**config.mk**
```make
export PLATFORM = sky130hd
export DESIGN_NAME = sevenseg_display_ctrl
export DESIGN_NICKNAME = d
export VERILOG_FILES = /design/src/rtl/sevenseg_display_ctrl.sv
export SDC_FILE = /design/constraint.sdc
export NUM_CORES = 1
export LEC_CHECK = 0
export ABC_AREA = 0
export CAP_MARGIN = 25
export CORE_ASPECT_RATIO = 0.8
export CORE_MARGIN = 4
export CORE_UTILIZATION = 30
export CTS_CLUSTER_DIAMETER = 200
export DETAILED_ROUTE_END_ITERATION = 7
export HOLD_SLACK_MARGIN = 0.08
export PLACE_DENSITY = 0.5
export SKIP_LAST_GASP = 1
export SYNTH_ARGS = -nofsm -noshare
export SYNTH_HDL_FRONTEND = slang
export SYNTH_SLANG_ARGS = --single-unit
```
**constraint.sdc**
```tcl
create_clock -name clk -period 3.1 [get_ports clk]
set_input_delay 0.62 -clock clk [delete_from_list [all_inputs] [get_ports clk]]
set_output_delay 0.62 -clock clk [all_outputs]
set_load 0.05 [all_outputs]
```
**src/rtl/sevenseg_display_ctrl.sv**
```systemverilog
// Two-requester scheduler for a two-digit seven-segment display: arbitration with minimum
// hold, binary-to-BCD by iterative subtraction, scan strobe. Option: SEVENSEG_LEAD_BLANK_EN.
//
// state     | meaning
// ----------+-----------------------------------------------------------
// S_IDLE    | no owner yet, digits blank, first request wins (timer on tie)
// S_CONVERT | subtract-10 loop on the latched value, digits frozen
// S_SHOW    | digits displayed, hold counter running, arbitration active
module sevenseg_display_ctrl #(
    parameter int CLK_DIV     = 100000,
    parameter int HOLD_CYCLES = 50000000
) (
    input  logic       clk,
    input  logic       rst,
    input  logic       tmr_req,
    input  logic [6:0] tmr_val,
    input  logic       score_req,
    input  logic [6:0] score_val,
    output logic       tmr_gnt,
    output logic       score_gnt,
    output logic       owner,
    output logic       busy,
    output logic       scan_en,
    output logic [3:0] d3,
    output logic [3:0] d2,
    output logic [3:0] d1,
    output logic [3:0] d0
);

    localparam int PW = (CLK_DIV > 1) ? $clog2(CLK_DIV) : 1;
    localparam int HW = $clog2(HOLD_CYCLES + 2);
    localparam logic [PW-1:0] PRE_LAST = PW'(CLK_DIV - 1);
    localparam logic [HW-1:0] HOLD_MAX = HW'(HOLD_CYCLES);
    localparam logic [3:0]    BLANK    = 4'hF;

    typedef enum logic [1:0] {
        S_IDLE    = 2'd0,
        S_CONVERT = 2'd1,
        S_SHOW    = 2'd2
    } state_t;

    state_t          state;
    state_t          state_nxt;
    logic [PW-1:0]   pre_cnt;
    logic [PW-1:0]   pre_nxt;
    logic [HW-1:0]   hold;
    logic [6:0]      rem;
    logic [3:0]      tens;
    logic            grant_tmr;
    logic            grant_score;
    logic            hold_clr;
    logic [6:0]      sel_val;
    logic [6:0]      sat_val;
    logic [3:0]      tens_digit;

    // scan_en is registered from the same next count so it tracks count==CLK_DIV-1
    // exactly while still being forced low during reset.
    assign pre_nxt = (pre_cnt == PRE_LAST) ? '0 : pre_cnt + 1'b1;

    always_ff @(posedge clk or negedge rst) begin
        if (!rst) begin
            pre_cnt <= '0;
            scan_en <= 1'b0;
        end else begin
            pre_cnt <= pre_nxt;
            scan_en <= (pre_nxt == PRE_LAST);
        end
    end

    always_ff @(posedge clk or negedge rst) begin
        if (!rst) begin
            state <= S_IDLE;
        end else begin
            state <= state_nxt;
        end
    end

    always_comb begin
        state_nxt   = state;
        grant_tmr   = 1'b0;
        grant_score = 1'b0;
        hold_clr    = 1'b0;
        case (state)
            S_IDLE: begin
                if (tmr_req) begin
                    grant_tmr = 1'b1;
                end else if (score_req) begin
                    grant_score = 1'b1;
                end
                hold_clr = tmr_req | score_req;
            end
            S_CONVERT: begin
                if (rem < 7'd10) begin
                    state_nxt = S_SHOW;
                end
            end
            S_SHOW: begin
                // The non-owner wins once hold has expired; the owner may refresh any time.
                if (owner) begin
                    if (tmr_req && (hold == HOLD_MAX)) begin
                        grant_tmr = 1'b1;
                        hold_clr  = 1'b1;
                    end else if (score_req) begin
                        grant_score = 1'b1;
                    end
                end else begin
                    if (score_req && (hold == HOLD_MAX)) begin
                        grant_score = 1'b1;
                        hold_clr    = 1'b1;
                    end else if (tmr_req) begin
                        grant_tmr = 1'b1;
                    end
                end
            end
            default: state_nxt = S_IDLE;
        endcase
        if (grant_tmr || grant_score) begin
            state_nxt = S_CONVERT;
        end
    end

    always_comb begin
        busy    = (state == S_CONVERT);
        d3      = BLANK;
        d2      = BLANK;
        sel_val = grant_score ? score_val : tmr_val;
        sat_val = (sel_val > 7'd99) ? 7'd99 : sel_val;
`ifdef SEVENSEG_LEAD_BLANK_EN
        tens_digit = (tens == 4'd0) ? BLANK : tens;
`else
        tens_digit = tens;
`endif
    end

    always_ff @(posedge clk or negedge rst) begin
        if (!rst) begin
            tmr_gnt   <= 1'b0;
            score_gnt <= 1'b0;
            owner     <= 1'b0;
            hold      <= '0;
            rem       <= '0;
            tens      <= '0;
            d1        <= BLANK;
            d0        <= BLANK;
        end else begin
            tmr_gnt   <= grant_tmr;
            score_gnt <= grant_score;
            if (hold_clr) begin
                hold <= '0;
            end else if ((state == S_SHOW) && (hold != HOLD_MAX)) begin
                hold <= hold + 1'b1;
            end
            if (grant_tmr || grant_score) begin
                owner <= grant_score;
                rem   <= sat_val;
                tens  <= 4'd0;
            end else if (state == S_CONVERT) begin
                if (rem >= 7'd10) begin
                    rem  <= rem - 7'd10;
                    tens <= tens + 4'd1;
                end else begin
                    d1 <= tens_digit;
                    d0 <= rem[3:0];
                end
            end
        end
    end

endmodule

```
==> qor.yml <==
status:
  status: "completed"
timing:
  setup_viol: 0
  finalMaxSlewViolations: 0
  worstMarginPinSlew_ns: 0.880
  finalHoldViolCount: 0
clocking:
  cts-root-buf: "clkbuf_16"
  clk_pin_slew_ns: 0.06
  htree_levels: 3
setup_path:
  crit_family: "simple AND/OR/NAND/NOR gates"
  required_ns: 3.32
  cp.arrival_ns: 2.83
synthesis:
  numSynthFlops: 68
  yosysTopAreaCell: "dfrtp_1"
  xor_share_pct: 10.6
  ys_chip_area_mm2: 0.00364
die:
  fp.dieW_um: 131
  rows: 35
  pin_count: 39
power:
  power.density_mw_per_mm2: 807
  total_power_w: 0.00358
drt:
  wl_per_cell_um: 14.0
  ant_nets: 0
  drtIter0Drc: 104
layout:
  final_area_mm2: 0.00443
hold_path:
  min_from: "d0[2]$_DFFE_PN1P_"
placement:
  place_inst: 544
[worst max-delay path by stage]
| stage | start | to | slack (ns) | cells after the start |
|---|---|---|---|---|
| floorplan | hold[0]$_DFFE_PN0P_ | rem[1]$_DFFE_PN0P_ | 0.74 | 10 |
| global placement | tmr_req | rem[1]$_DFFE_PN0P_ | 0.45 | 8 |
| detailed placement | tmr_req | rem[1]$_DFFE_PN0P_ | 0.42 | 8 |
| CTS | state[0]$_DFFE_PN0P_ | busy | 0.48 | 3 |
| global route | hold[0]$_DFFE_PN0P_ | state[1]$_DFFE_PN0P_ | 0.36 | 9 |
| finish | hold[18]$_DFFE_PN0P_ | state[1]$_DFFE_PN0P_ | 0.49 | 7 |
[cells in the final DEF, fill, tap and decap left out, drive strengths merged, types with 4 or more instances in the layout]
cell type,n
and4b,4
and2,9
dfrtp,60
nor3,10
and3,10
mux2,6
clkdlybuf4s50,29
ha,5
nor2,53
buf,7
o21ai,8
nand3,17
nor2b,4
nand2,26
nand2b,5
clkbuf,12
a21oi,4
inv,12
xnor2,25
conb,8
nand4,14
nor4b,4
dfstp,8
and4,5
xor2,19
or3,4
[where the power goes]
part,switching [W],internal [W]
clock,0.000373,0.000828
sequential,0.000151,0.00107
combinational,0.000690,0.000466
[area by class of cell]
cell class	instances	area [µm²]
fill	1180	7260
multi-input combinational	280	1800
sequential	68	1710
timing repair buffer	36	340
clock buffer	12	256
tap	148	185
clock inverter	4	95.1
inverter	12	45.0
[metrics by stage]
stage                     hold slack (ns)  setup slack, ns
final                               0.483            0.488
after global routing                0.503            0.356
after CTS                           0.489            0.476
after detailed placement            0.481            0.423
after global placement              0.477            0.453
after floorplan                     0.324            0.735
[routing by layer]
metal  vias up  part of all wire (%)
met5         -                     0
met4         0                   1.1
met3         7                   3.2
met2        32                    41
met1      1289                    54
li1       1354                     -
Fig. 1: M3 wires
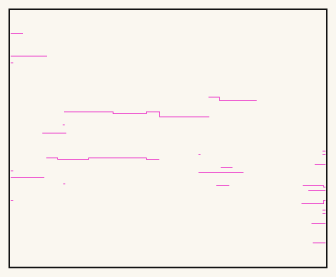
nets with wire on the layer = 20
longest straight run = 23.9 µm
drt total wl: 7.86 mm
vias post-DR: 2,682
met3 Usage GRT: 3.89%

Fig. 2: cell density map
13 x 11 tiles, from white (low) to dark blue (high), 0 to 100% covered.
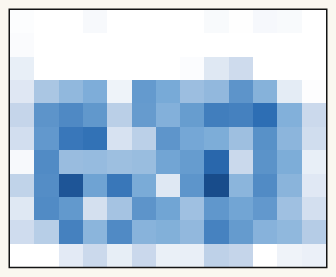
tiles over 75% full = 2.8%
mean over tiles = 30%
nearly empty tiles = 25%
fullest tile = 89%
fp_density: 31.2%
final core occ: 37.9%

Fig. 3: clock wires, drivers and flops
Scale bar: 50 µm.
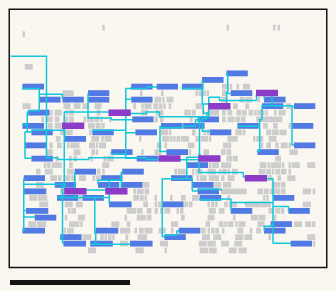
clock-net drivers -> purple  # count 9
flip-flops -> blue  # count 68
clock wires -> cyan  # length 1,010 µm
routed clock nets = 10
Power Clock: 0.00120 W
Clock Latency Late Sink: 0.33 ns

Fig. 4: placement view
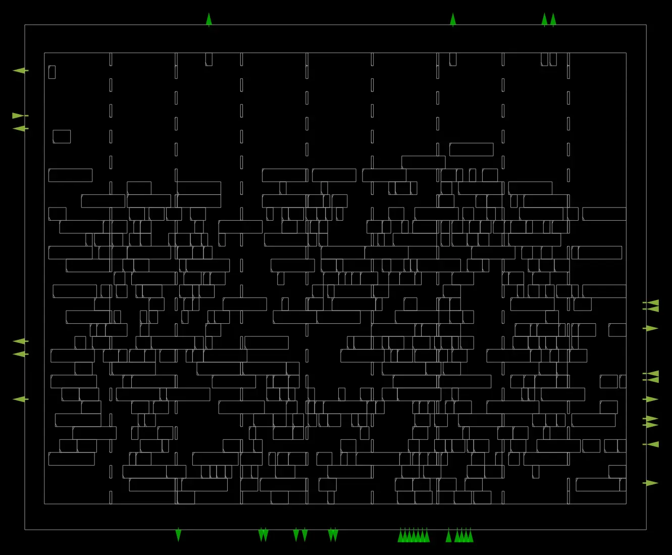
fillcell total: 1,180
fin cells: 560
core area: 0.0117 mm²

Fig. 5: pin map
Pins as bars across the die edge, other pins in gray.
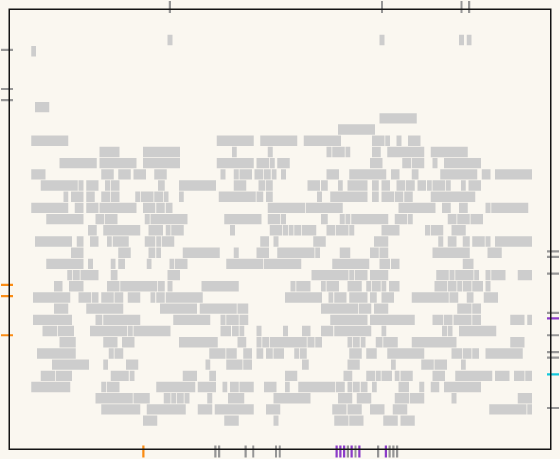
d1 -> orange  # pins 4, direction output, edge 3 west, 1 south
tmr_val -> purple  # pins 7, direction input, edge 6 south, 1 east
rst -> cyan  # pins 1, direction input, edge east
all pins by edge = 19 south, 10 east, 6 west, 4 north
die height: 107 µm
# port buffers: 30

Power and IR drop assume default switching activity.
